--- src/rtl/loop_seq_pkg.sv ---
// Shared types and defaults for the loop sequencer.
package loop_seq_pkg;

  localparam int unsigned DefaultCntW = 8;

  typedef enum logic [1:0] {
    StIdle,
    StRun,
    StDone
  } loop_state_e;

endpackage

--- src/rtl/iter_counter.sv ---
// Enable/clear modulus counter: counts 0..term_i, wraps to 0 after term_i, flags terminal count.
module iter_counter
  import loop_seq_pkg::*;
#(
  parameter int unsigned Width = DefaultCntW
) (
  input  logic             clk_i,
  input  logic             rst_ni,
  input  logic             en_i,
  input  logic             clr_i,
  input  logic [Width-1:0] term_i,
  output logic [Width-1:0] count_o,
  output logic             tc_o
);

  localparam logic [Width-1:0] One = Width'(1);

  logic [Width-1:0] count_d, count_q;

  assign tc_o    = (count_q == term_i);
  assign count_o = count_q;

  // Clear has priority so an abort coinciding with a step still lands on zero.
  always_comb begin
    count_d = count_q;
    if (clr_i) begin
      count_d = '0;
    end else if (en_i) begin
      count_d = tc_o ? '0 : count_q + One;
    end
  end

  always_ff @(posedge clk_i or negedge rst_ni) begin
    if (!rst_ni) begin
      count_q <= '0;
    end else begin
      count_q <= count_d;
    end
  end

endmodule

--- src/rtl/loop_sequencer.sv ---
// Loop sequencer: offers indices 0..limit to a valid/ready consumer, then pulses done.
// Optional LOOP_SEQ_AUTO_RESTART_EN lets a start during DONE chain straight into a new loop.
module loop_sequencer
  import loop_seq_pkg::*;
#(
  parameter int unsigned CNT_W = DefaultCntW
) (
  input  logic             clk,
  input  logic             reset_n,
  input  logic             start,
  input  logic [CNT_W-1:0] limit,
  input  logic             abort,
  output logic             iter_valid,
  input  logic             iter_ready,
  output logic [CNT_W-1:0] iter_index,
  output logic             busy,
  output logic             done
);

  loop_state_e      state_d, state_q;
  logic [CNT_W-1:0] limit_d, limit_q;
  logic             cnt_en, cnt_clr, cnt_tc;

  iter_counter #(
    .Width(CNT_W)
  ) u_iter_counter (
    .clk_i  (clk),
    .rst_ni (reset_n),
    .en_i   (cnt_en),
    .clr_i  (cnt_clr),
    .term_i (limit_q),
    .count_o(iter_index),
    .tc_o   (cnt_tc)
  );

  always_comb begin
    state_d    = state_q;
    limit_d    = limit_q;
    cnt_en     = 1'b0;
    cnt_clr    = 1'b0;
    iter_valid = 1'b0;
    busy       = 1'b0;
    done       = 1'b0;
    unique case (state_q)
      StIdle: begin
        if (start && !abort) begin
          limit_d = limit;
          cnt_clr = 1'b1;
          state_d = StRun;
        end
      end
      StRun: begin
        iter_valid = 1'b1;
        busy       = 1'b1;
        if (abort) begin
          cnt_clr = 1'b1;
          state_d = StIdle;
        end else if (iter_ready) begin
          cnt_en = 1'b1;
          if (cnt_tc) begin
            state_d = StDone;
          end
        end
      end
      StDone: begin
        busy    = 1'b1;
        // Abort in DONE suppresses the pulse it would otherwise produce.
        done    = !abort;
        state_d = StIdle;
`ifdef LOOP_SEQ_AUTO_RESTART_EN
        if (start && !abort) begin
          limit_d = limit;
          cnt_clr = 1'b1;
          state_d = StRun;
        end
`endif
      end
      default: begin
        state_d = StIdle;
      end
    endcase
  end

  always_ff @(posedge clk or negedge reset_n) begin
    if (!reset_n) begin
      state_q <= StIdle;
      limit_q <= '0;
    end else begin
      state_q <= state_d;
      limit_q <= limit_d;
    end
  end

endmodule

--- config.mk ---
export PLATFORM = sky130hd
export DESIGN_NAME = loop_sequencer
export DESIGN_NICKNAME = d
export VERILOG_FILES = /design/src/rtl/loop_seq_pkg.sv /design/src/rtl/iter_counter.sv /design/src/rtl/loop_sequencer.sv
export SDC_FILE = /design/constraint.sdc
export NUM_CORES = 1
export LEC_CHECK = 0
export ABC_AREA = 1
export CORE_MARGIN = 2
export CORE_UTILIZATION = 49
export DETAILED_ROUTE_END_ITERATION = 16
export PLACE_DENSITY = 0.81
export SETUP_SLACK_MARGIN = 0.15
export SLEW_MARGIN = 20
export SYNTH_ARGS = -nofsm -noshare
export SYNTH_HDL_FRONTEND = slang
export SYNTH_SLANG_ARGS = --single-unit
--- constraint.sdc ---
create_clock -name clk -period 1.8 [get_ports clk]
set_input_delay 0.36 -clock clk [delete_from_list [all_inputs] [get_ports clk]]
set_output_delay 0.36 -clock clk [all_outputs]
set_load 0.01 [all_outputs]
**Met3 routing**

Scale: 8 px per um.
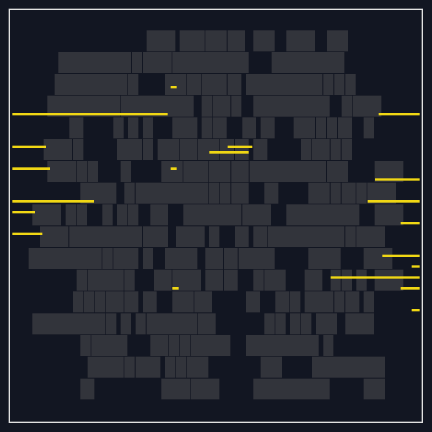
wire length on this layer: 88.3 um
longest straight run: 19.1 um
share of all routed wire: 3.9%
main direction: horizontal
nets with wire on the layer: 18
routed wire length: 2.26 mm
met3 Resource Use GR: 0.0439

**Clock nets**

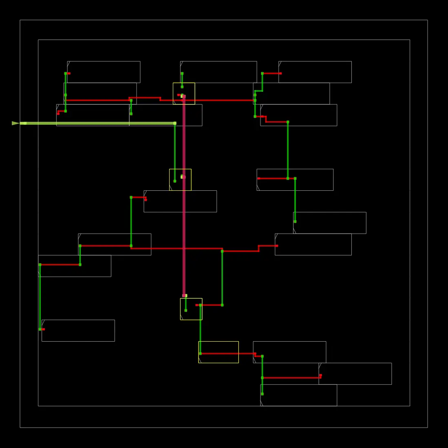
number of clock buffer instances in the layout: 4
Clock group: 249 uW
Latency at later pin: 290 ps
Layout Skew: 5.16 ps
number of clock buffers inserted by TritonCTS: 3

**Placement by cell class**

Scale: 10 px per um.
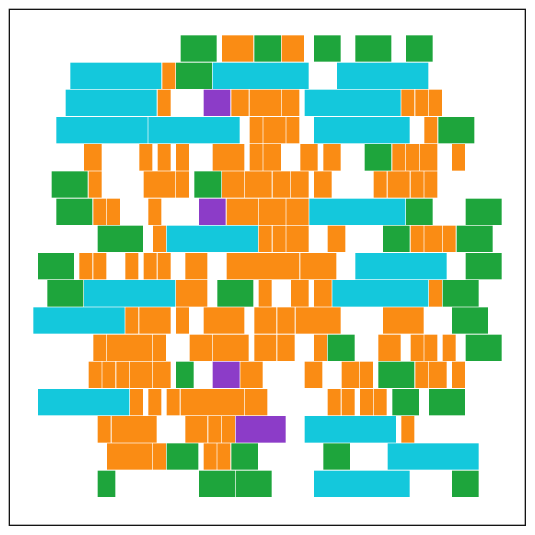
legend:
  purple:
    class: clock drivers and dummy loads
    cells: 4
    share_of_their_area: 2.5%
  green:
    class: remaining buffers and delay cells
    cells: 35
    share_of_their_area: 22%
  cyan:
    class: registers
    cells: 18
    share_of_their_area: 32%
  orange:
    class: remaining logic cells
    cells: 117
    share_of_their_area: 44%

**Cells by drive strength**

Scale: 6 px per um.
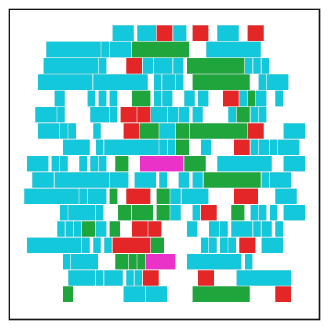
legend:
  red:
    size: x3 and x4
    cells: 20
    share: 11%
  magenta:
    size: x6 and larger
    cells: 2
    share: 1.1%
  green:
    size: x2
    cells: 27
    share: 16%
  cyan:
    size: x1 and smaller
    cells: 125
    share: 72%
final design instance area without fill: 1480 um2
Signal buffers: 35
area delta synth->final: 33.9%
worst setup slack after layout: 181 ps

==> ci_impl_report.md <==
### Metrics collected by this job

| Metric | Value |
|---|---|
| Most frequent logic cell in the layout | sky130_fd_sc_hd__nand2_1 |
| Worst-case reg-to-reg path depth | 9 |
| Clock Sink Count | 18 |
| Static power due to leakage | 0.000721 uW |
| Max Slew Vio Count | 0 |
| Sequence of cells on the critical path | inv_1, ha_1, dlygate4sd2_1 |
| Total number of tap cells | 28 |
| Average cell area after synthesis | 8.06 um2 |
| Number of levels the H-tree was split into | 1 |
| Yosys warning tally | 0 |
| Number of flip-flops and latches in the synthesized netlist | 18 |
| Nonclk inv count | 19 |
| FP Rows | 17 |
| Pin count of the biggest net entering global routing | 19 |
| Highest net fanout along the worst path | 3 |
| Multi-input gate share of the layout cell area | 0.379 |
| Switching power of the nets | ~740 uW |
| Area of the multi-input gates | 561 um2 |
| CP arrival | approximately 1300 ps |
| Yosys synthesis chip area | 1100 um2 |
| Met3 wire length | just under 90 um |
| Top logic cells by instance count in the layout | 44 x sky130_fd_sc_hd__nand2_1, 19 x sky130_fd_sc_hd__clkdlybuf4s50_1, 13 x sky130_fd_sc_hd__inv_1 |
| Overall die width | 51.5 um |
| Number of warning messages in the logs | 30 |
| Kind of critical path | reg -> out |
| Worst reg-to-reg setup slack | approximately 360 ps |
| Internal power | 1040 uW |
| Number of antenna cells inserted | 0 |
| Proportion of power drawn by the clock network | 0.140 |
| Number of nets in the finished design | around 190 |
| Unrepaired setup endpoints after global routing | yes |
| Highest metal layer with signal wires | met4 |
| Count of cell types in the netlist | 28 |
| Reg-to-reg endpoint | u_iter_counter.count_o[3] |
| Max-capacitance violation count | 0 |
| Power group with the highest consumption | combinational logic |
| Violation tally from detailed-route iteration zero | 9 |
| Final hold violation count | 0 |
| Transition time of the tightest slew-check pin | 233 ps |
| Post-route DRC | 0 |
| R2R Path Start | state_q[0] |
| Status | completed |
| Data buffer area share | 0.211 |
| Class of the most critical hold timing path | in -> async |
| Core Density at Floorplan | 0.509 |
| Endpoint kind of the worst setup timing path | primary output |
| Clock network contribution to total cell area | 0.0246 |
| Sequential logic power | 622 uW |
| HPWL Detailed | 1.70 mm |
| Total combinational power | 909 uW |
| Cell class contributing the biggest share of worst-path delay | flip-flops |
| Fraction of the yosys area taken by sequential cells | 0.408 |
| Placement-stage cell area | 1380 um2 |
| Ratio of cells with drive above 1 in the final layout | 0.282 |
| Die height | 51.5 um |
| TritonRoute pass-1 iters | 4 |
| Clock period minus worst slack | 1620 ps |
| Final setup violating endpoints | 0 |
| Leftover overflow at the end of global routing | 0 |
| Relative contribution of sequential cells to total power | 0.349 |
| TritonCTS clock tree | built |
| First-pass GRT wire length | slightly below 4 mm |
| Routed wl met2 | 1.17 mm |
| M1 wire length | 982 um |
| Mean number of vias per cell | 4.85 |
| Top cell category | multi-input combinational cells |
| Cell total in the yosys stat output | 137 |
| Layer carrying the most global-route usage | met2 |
| Register Area | 458 um2 |
| Number of buffers and inverters on the critical path | 2 |
| Core region area | between 2000 and 2500 um2 |
| Last weighted congestion value of the routability-driven placer | between 0.7 and 0.8 |
| Mapped Cells | ~140 |
| Clock slew at reported path FFs | approximately 100 ps |
| Share of the clock period used by the worst path | 0.900 |
| Required @ worst endpoint | between 1000 and 1500 ps |
worst max path at each step:
stage | from | endpoint | slack [ps] | cells past startpoint
2_1_floorplan | state_q[1] | u_iter_counter.count_o[3] | 460 | 9
3_3_place_gp | abort | done | 30 | 3
3_5_place_dp | abort | done | -30 | 3
4_1_cts | state_q[0] | done | 70 | 5
5_1_grt | state_q[1] | iter_valid | 100 | 3
6_report | state_q[1] | iter_valid | 180 | 3
kinds of logic (layout without fill, tap and decap cells):
group           count (synthesis)  count (layout)  share of synthesized area
xor+xnor                        5               5                     0.0397
flops                          18              18                      0.408
simple gates                   72              72                      0.336
buf+inv                        21              58                     0.0839
compound gates                 17              17                     0.0873
fa+ha+maj                       4               4                     0.0454
registers in the layout, indices dropped and copies added, names as in the netlist:
register / flops
limit_q: 8
state_q: 2
u_iter_counter.count_o: 8
metrics by stage:
stage	setup slack [ps]	setup TNS, ps	utilization	cells
6_report	181	0	0.681	202
5_1_grt	97.5	0	0.681	202
4_1_cts	66.0	0	0.663	196
3_5_place_dp	-34.2	-34.2	0.634	189
3_3_place_gp	27.5	0	0.634	189
2_1_floorplan	459	0	-	137
what timing repair did:
item | CTS | global route
gates resized | 10 | 5
pin swaps | 0 | 0
hold endpoints to repair | 0 | 0
setup endpoints to repair | 10 | 8
buffers inserted | 3 | 6
cloned | 0 | 0
Yosys cell counts (all sizes together):
cell type | instances | share of area
ha | 4 | 0.045
dfrtp | 18 | 0.41
o21ai | 9 | 0.044
nand3 | 10 | 0.066
nand4 | 1 | 0.0057
nor2 | 6 | 0.034
nand3b | 1 | 0.0068
inv | 19 | 0.069
buf | 2 | 0.015
a31oi | 1 | 0.0057
xor2 | 2 | 0.016
a21oi | 6 | 0.031
o21a | 1 | 0.0068
nand2 | 54 | 0.22
xnor2 | 3 | 0.024
No activity file was given, so power comes from the tool's default toggle rates.
